--- src/rtl/bus_arbiter_if.sv ---
// Bundles the per-master request/response signals and the single slave bus
// port of bus_arbiter. The arbiter uses the slave modport; the environment uses master.
interface bus_arbiter_if #(
  parameter int NUM_MASTERS = 2,
  parameter int ADDRWIDTH   = 16,
  parameter int DATAWIDTH   = 32
);
  logic [NUM_MASTERS*ADDRWIDTH-1:0] m_addr;
  logic [NUM_MASTERS*DATAWIDTH-1:0] m_wr_data;
  logic [NUM_MASTERS-1:0]           m_we;
  logic [NUM_MASTERS-1:0]           m_re;
  logic [DATAWIDTH-1:0]             m_rd_data;
  logic [NUM_MASTERS-1:0]           m_rd_ack;
  logic [NUM_MASTERS-1:0]           m_overrun;
  logic                             m_timeout;

  logic [ADDRWIDTH-1:0]             bus_addr;
  logic [DATAWIDTH-1:0]             bus_wr_data;
  logic                             bus_we;
  logic                             bus_re;
  logic [DATAWIDTH-1:0]             bus_rd_data;
  logic                             bus_rd_ack;

  modport slave (
    input  m_addr, m_wr_data, m_we, m_re, bus_rd_data, bus_rd_ack,
    output m_rd_data, m_rd_ack, m_overrun, m_timeout,
           bus_addr, bus_wr_data, bus_we, bus_re
  );

  modport master (
    output m_addr, m_wr_data, m_we, m_re, bus_rd_data, bus_rd_ack,
    input  m_rd_data, m_rd_ack, m_overrun, m_timeout,
           bus_addr, bus_wr_data, bus_we, bus_re
  );
endinterface

--- src/rtl/bus_arbiter.sv ---
// Round-robin arbiter sharing one pulse-style chip bus between NUM_MASTERS masters.
// Optional read-ack timeout enabled by defining BUS_ARB_TIMEOUT_EN.
module bus_arbiter #(
  parameter int NUM_MASTERS = 2,
  parameter int ADDRWIDTH   = 16,
  parameter int DATAWIDTH   = 32,
  parameter int TIMEOUT     = 255
) (
  input  logic          clk,
  input  logic          reset_l,
  bus_arbiter_if.slave  io_bus
);

  localparam int IDXW = $clog2(NUM_MASTERS);

  if (NUM_MASTERS < 2 || NUM_MASTERS > 8 || TIMEOUT < 1) begin : g_bad_cfg
    $error("bus_arbiter: unsupported parameter set");
  end

  typedef enum logic {S_IDLE, S_WAIT_ACK} state_t;

  state_t                 r_state, w_state_nxt;
  logic [NUM_MASTERS-1:0] r_slot_vld;
  logic [NUM_MASTERS-1:0] r_slot_wr;
  logic [ADDRWIDTH-1:0]   r_slot_addr [NUM_MASTERS];
  logic [DATAWIDTH-1:0]   r_slot_data [NUM_MASTERS];
  logic [IDXW-1:0]        r_rr, r_owner;

  logic [ADDRWIDTH-1:0]   r_bus_addr;
  logic [DATAWIDTH-1:0]   r_bus_wr_data;
  logic                   r_bus_we, r_bus_re;
  logic [DATAWIDTH-1:0]   r_m_rd_data;
  logic [NUM_MASTERS-1:0] r_m_rd_ack, r_m_overrun;

  logic                   w_win_vld, w_grant, w_win_wr, w_ack, w_timeout;
  logic [IDXW-1:0]        w_win_idx;
  logic [NUM_MASTERS-1:0] w_req, w_granted, w_load, w_overrun;

  // Scan slots above the last winner first, then wrap from slot 0.
  always_comb begin
    // NOTE: every always_comb output gets a default first so no path infers a latch.
    w_win_vld = 1'b0;
    w_win_idx = '0;
    for (int i = 0; i < NUM_MASTERS; i++) begin
      if (!w_win_vld && r_slot_vld[i] && i > int'(r_rr)) begin
        w_win_vld = 1'b1;
        w_win_idx = IDXW'(i);
      end
    end
    for (int i = 0; i < NUM_MASTERS; i++) begin
      if (!w_win_vld && r_slot_vld[i] && i <= int'(r_rr)) begin
        w_win_vld = 1'b1;
        w_win_idx = IDXW'(i);
      end
    end
  end

  assign w_grant   = (r_state == S_IDLE) && w_win_vld;
  assign w_win_wr  = r_slot_wr[w_win_idx];
  assign w_granted = w_grant ? (NUM_MASTERS'(1) << w_win_idx) : '0;
  assign w_req     = io_bus.m_we | io_bus.m_re;
  assign w_load    = w_req & (~r_slot_vld | w_granted);
  assign w_overrun = w_req & r_slot_vld & ~w_granted;

`ifdef BUS_ARB_TIMEOUT_EN
  localparam int CNT_W = $clog2(TIMEOUT + 1);
  logic [CNT_W-1:0] r_cnt;
  logic             r_m_timeout;
`endif

  always_comb begin
    w_state_nxt = r_state;
    w_ack       = 1'b0;
    w_timeout   = 1'b0;
    case (r_state)
      S_IDLE: begin
        if (w_grant && !w_win_wr) w_state_nxt = S_WAIT_ACK;
      end
      S_WAIT_ACK: begin
        if (io_bus.bus_rd_ack) begin
          w_ack       = 1'b1;
          w_state_nxt = S_IDLE;
        end
`ifdef BUS_ARB_TIMEOUT_EN
        else if (r_cnt == CNT_W'(TIMEOUT - 1)) begin
          w_ack       = 1'b1;
          w_timeout   = 1'b1;
          w_state_nxt = S_IDLE;
        end
`endif
      end
      default: w_state_nxt = S_IDLE;
    endcase
  end

  // NOTE: sequential state uses non-blocking assignments so every register samples pre-edge values.
  always_ff @(posedge clk or negedge reset_l) begin
    if (!reset_l) begin
      r_state       <= S_IDLE;
      r_slot_vld    <= '0;
      r_rr          <= IDXW'(NUM_MASTERS - 1);
      r_owner       <= '0;
      r_bus_addr    <= '0;
      r_bus_wr_data <= '0;
      r_bus_we      <= 1'b0;
      r_bus_re      <= 1'b0;
      r_m_rd_data   <= '0;
      r_m_rd_ack    <= '0;
      r_m_overrun   <= '0;
    end else begin
      r_state     <= w_state_nxt;
      r_slot_vld  <= (r_slot_vld & ~w_granted) | w_load;
      r_bus_we    <= w_grant && w_win_wr;
      r_bus_re    <= w_grant && !w_win_wr;
      r_m_overrun <= w_overrun;
      r_m_rd_ack  <= w_ack ? (NUM_MASTERS'(1) << r_owner) : '0;
      if (w_grant) begin
        r_rr       <= w_win_idx;
        r_bus_addr <= r_slot_addr[w_win_idx];
        if (w_win_wr) r_bus_wr_data <= r_slot_data[w_win_idx];
        else          r_owner       <= w_win_idx;
      end
      if (w_ack) r_m_rd_data <= w_timeout ? '1 : io_bus.bus_rd_data;
    end
  end

  // NOTE: slot payload is storage qualified by r_slot_vld, so it carries no reset.
  always_ff @(posedge clk) begin
    for (int i = 0; i < NUM_MASTERS; i++) begin
      if (w_load[i]) begin
        r_slot_addr[i] <= io_bus.m_addr[i*ADDRWIDTH +: ADDRWIDTH];
        r_slot_data[i] <= io_bus.m_wr_data[i*DATAWIDTH +: DATAWIDTH];
        r_slot_wr[i]   <= io_bus.m_we[i];
      end
    end
  end

`ifdef BUS_ARB_TIMEOUT_EN
  always_ff @(posedge clk or negedge reset_l) begin
    if (!reset_l) begin
      r_cnt       <= '0;
      r_m_timeout <= 1'b0;
    end else begin
      r_m_timeout <= w_timeout;
      if (w_grant && !w_win_wr)     r_cnt <= '0;
      else if (r_state == S_WAIT_ACK) r_cnt <= r_cnt + CNT_W'(1);
    end
  end
  assign io_bus.m_timeout = r_m_timeout;
`else
  assign io_bus.m_timeout = 1'b0;
`endif

  assign io_bus.bus_addr    = r_bus_addr;
  assign io_bus.bus_wr_data = r_bus_wr_data;
  assign io_bus.bus_we      = r_bus_we;
  assign io_bus.bus_re      = r_bus_re;
  assign io_bus.m_rd_data   = r_m_rd_data;
  assign io_bus.m_rd_ack    = r_m_rd_ack;
  assign io_bus.m_overrun   = r_m_overrun;

endmodule

--- src/flat_wrapper.sv ---
// flat-port wrapper written by rule: the top's interface ports become plain ports
module bus_arbiter_flat 
#(
  parameter int NUM_MASTERS = 2,
  parameter int ADDRWIDTH   = 16,
  parameter int DATAWIDTH   = 32,
  parameter int TIMEOUT     = 255
)
  (clk, reset_l, io_bus_m_addr, io_bus_m_wr_data, io_bus_m_we, io_bus_m_re, io_bus_bus_rd_data, io_bus_bus_rd_ack, io_bus_m_rd_data, io_bus_m_rd_ack, io_bus_m_overrun, io_bus_m_timeout, io_bus_bus_addr, io_bus_bus_wr_data, io_bus_bus_we, io_bus_bus_re);
  bus_arbiter_if #(.NUM_MASTERS(NUM_MASTERS), .ADDRWIDTH(ADDRWIDTH), .DATAWIDTH(DATAWIDTH)) io_bus_i ();
  input  logic clk;
  input  logic reset_l;
  input wire logic [$bits(io_bus_i.m_addr)-1:0] io_bus_m_addr;
  input wire logic [$bits(io_bus_i.m_wr_data)-1:0] io_bus_m_wr_data;
  input wire logic [$bits(io_bus_i.m_we)-1:0] io_bus_m_we;
  input wire logic [$bits(io_bus_i.m_re)-1:0] io_bus_m_re;
  input wire logic [$bits(io_bus_i.bus_rd_data)-1:0] io_bus_bus_rd_data;
  input wire logic [$bits(io_bus_i.bus_rd_ack)-1:0] io_bus_bus_rd_ack;
  output wire logic [$bits(io_bus_i.m_rd_data)-1:0] io_bus_m_rd_data;
  output wire logic [$bits(io_bus_i.m_rd_ack)-1:0] io_bus_m_rd_ack;
  output wire logic [$bits(io_bus_i.m_overrun)-1:0] io_bus_m_overrun;
  output wire logic [$bits(io_bus_i.m_timeout)-1:0] io_bus_m_timeout;
  output wire logic [$bits(io_bus_i.bus_addr)-1:0] io_bus_bus_addr;
  output wire logic [$bits(io_bus_i.bus_wr_data)-1:0] io_bus_bus_wr_data;
  output wire logic [$bits(io_bus_i.bus_we)-1:0] io_bus_bus_we;
  output wire logic [$bits(io_bus_i.bus_re)-1:0] io_bus_bus_re;
  assign io_bus_i.m_addr = io_bus_m_addr;
  assign io_bus_i.m_wr_data = io_bus_m_wr_data;
  assign io_bus_i.m_we = io_bus_m_we;
  assign io_bus_i.m_re = io_bus_m_re;
  assign io_bus_i.bus_rd_data = io_bus_bus_rd_data;
  assign io_bus_i.bus_rd_ack = io_bus_bus_rd_ack;
  assign io_bus_m_rd_data = io_bus_i.m_rd_data;
  assign io_bus_m_rd_ack = io_bus_i.m_rd_ack;
  assign io_bus_m_overrun = io_bus_i.m_overrun;
  assign io_bus_m_timeout = io_bus_i.m_timeout;
  assign io_bus_bus_addr = io_bus_i.bus_addr;
  assign io_bus_bus_wr_data = io_bus_i.bus_wr_data;
  assign io_bus_bus_we = io_bus_i.bus_we;
  assign io_bus_bus_re = io_bus_i.bus_re;
  bus_arbiter #(.NUM_MASTERS(NUM_MASTERS), .ADDRWIDTH(ADDRWIDTH), .DATAWIDTH(DATAWIDTH), .TIMEOUT(TIMEOUT)) u_core (.clk(clk), .reset_l(reset_l), .io_bus(io_bus_i));
endmodule
--- config.mk ---
export PLATFORM = sky130hd
export DESIGN_NAME = bus_arbiter_flat
export DESIGN_NICKNAME = d
export VERILOG_FILES = /design/src/rtl/bus_arbiter_if.sv /design/src/rtl/bus_arbiter.sv /design/src/flat_wrapper.sv
export SDC_FILE = /design/constraint.sdc
export NUM_CORES = 1
export LEC_CHECK = 0
export CAP_MARGIN = 20
export CORE_ASPECT_RATIO = 0.6
export CORE_MARGIN = 2
export CORE_UTILIZATION = 42
export DETAILED_ROUTE_END_ITERATION = 12
export HOLD_SLACK_MARGIN = 0.02
export PLACE_DENSITY = 0.77
export SLEW_MARGIN = 40
export SYNTH_ARGS = -nofsm -noshare
export SYNTH_HDL_FRONTEND = slang
export SYNTH_SLANG_ARGS = --single-unit
export TNS_END_PERCENT = 20
--- constraint.sdc ---
create_clock -name clk -period 3.9 [get_ports clk]
set_input_delay 0.585 -clock clk [delete_from_list [all_inputs] [get_ports clk]]
set_output_delay 0.585 -clock clk [all_outputs]
set_load 0.03 [all_outputs]
==> deck_impl_summary.md <==
Flow Results at a Glance

Power and ir drop
  • Sequential power: 3380 uW
  • Static leakage: 0.003921 uW
  • Final Power: about 9000 uW
  • Max power group: combinational cells

Critical path
  • Buf/Inv on CP: 2
  • Levels on crit path: 6
  • Largest stage delay on the critical path: roughly 0.55 ns
  • Crit path DAT: between 2 and 3 ns
  • Critical path's top delay family: simple AND/OR/NAND/NOR gates
  • Crit Path Max Fanout: 36
  • Worst r2r path cells: 6

Die
  • Fp util: roughly 43%
  • Die height: 103.8 um

Final timing
  • Final Max Tran Viols: 0
  • Final Hold Vio Count: 0
  • Fmax: 366.7 MHz
  • Slew @ Worst Pin: between 0.7 and 0.8 ns
  • Final setup margin: between 1 and 1.5 ns
  • Fin Setup TNS: 0 ns

Clock network
  • Clock tree sinks: between 150 and 200
  • CTS tree: done

Synthesis
  • Number of enable flip-flop cells: between 90 and 100
  • Post-synth ARST share: 48.15%
  • Mux area share: 17.08%
  • Top FF cell, synth: edfxtp_1
  • Syn_nets: roughly 520
  • Ao+oa area frac: 2.766%
  • Adders+Majority by Area: 0%

GRT
  • Initial antenna violation count: 0
  • First-pass GRT wire length: 24.28 mm
  • Gr usage total: 18.51%

Detailed routing
  • Wire per inst: 18.83 um
  • ANT nets after route: 0
  • WL met2: 7.299 mm

Cells and area
  • # diodes: 0
  • Most instantiated logic cell after routing: clkdlybuf4s50_1
  • Layout Cells excl Fill: 835
  • Share of cells above drive strength 1: 23.00%

Placement
  • Dpl cells: 803
  • Hpwl dp: 11.14 mm
  • RD Place Congestion: 0.7877

Flow run
  • Max Cap Viol: 0

Status
  • Status: finished, final reports clean
[area by class of cell]
type	count	area, um2
flip-flops and latches	189	5221
well taps	209	261.5
clock inverters	14	181.4
multi-input cells	175	1637
repair buffers	228	2301
clock buffers	18	429.2
inverters	2	7.507
fillers	1203	6177
[synth_stat cells, types with 2 or more instances]
library cell / instances / area share, %
nor2b_1: 3 / 0.27
dfrtp_1: 90 / 32
mux2_2: 67 / 11
buf_12: 3 / 0.86
o21ai_0: 4 / 0.29
nand2_1: 36 / 1.9
buf_2: 8 / 0.57
clkbuf_1: 2 / 0.11
a22oi_1: 16 / 1.7
inv_1: 2 / 0.11
nor2_1: 8 / 0.43
edfxtp_1: 98 / 42
mux2_4: 29 / 6.3
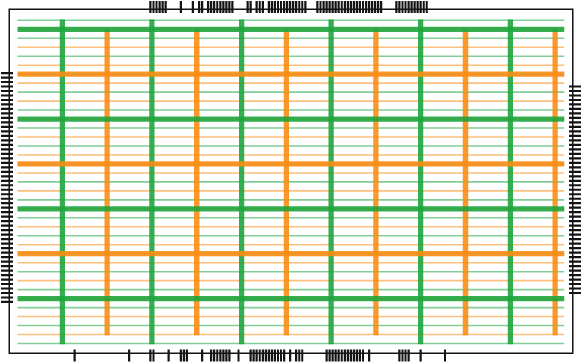
(PDN straps and rails)
Pins as bars on the die edge.
[VDD] orange
[VSS] green
met5 straps: 7
met1 rails: 37

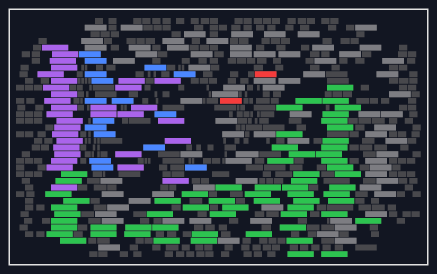
(register map, names as in the netlist)
Other sequential cells in the stronger grey, the rest of the logic in the fainter grey.
[u_core.r_slot_addr] purple | flops: 32
[u_core.io_bus.bus_addr] blue | flops: 16
[u_core.r_slot_data] green | flops: 64
[u_core.io_bus.m_rd_ack] red | flops: 2
not coloured: 75

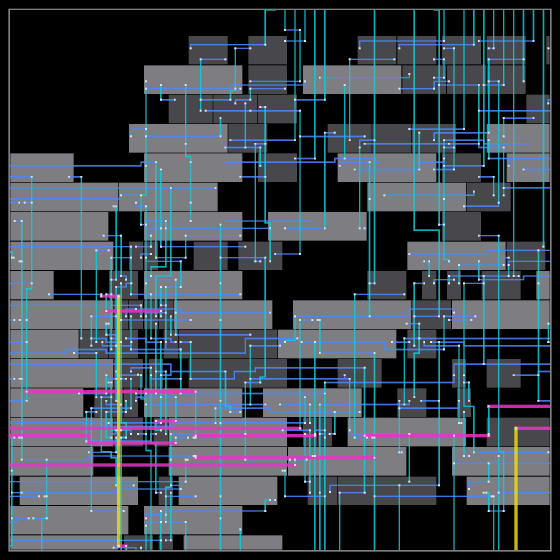
(layout detail)
Window x 18 to 68, y 53 to 103 um. Cells in grey, sequential cells in the stronger grey; small squares are vias.
[M3] magenta
[M1] blue
[M2] cyan
[M4] yellow
most frequent: edfxtp_1 (21), clkdlybuf4s50_1 (19), dfrtp_1 (19)
netlist names of flops here include: u_core.r_slot_addr (21), u_core.io_bus.bus_addr (11), u_core.io_bus.m_rd_data (8)
sequential cells in the window: 40
cells with their middle in the window: 102

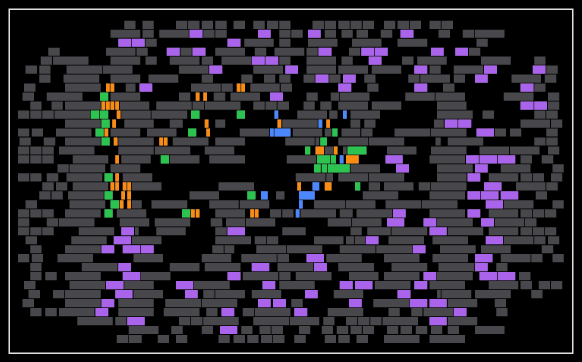
(logic cells by family)
[mux cells] purple | cells: 96 | where: all over the die
[nand cells] orange | cells: 39
[aoi and oai cells] green | cells: 26
[nor cells] blue | cells: 11 | where: centre

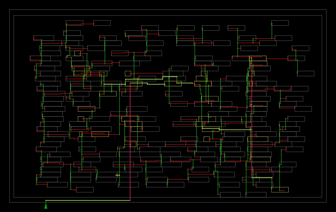
(clock routing)
cts bufs inserted: 17
worst-skew pair later-pin latency: 0.42 ns
Clk. pwr: 1750 uW

Power is estimated from default activity; no workload was simulated.
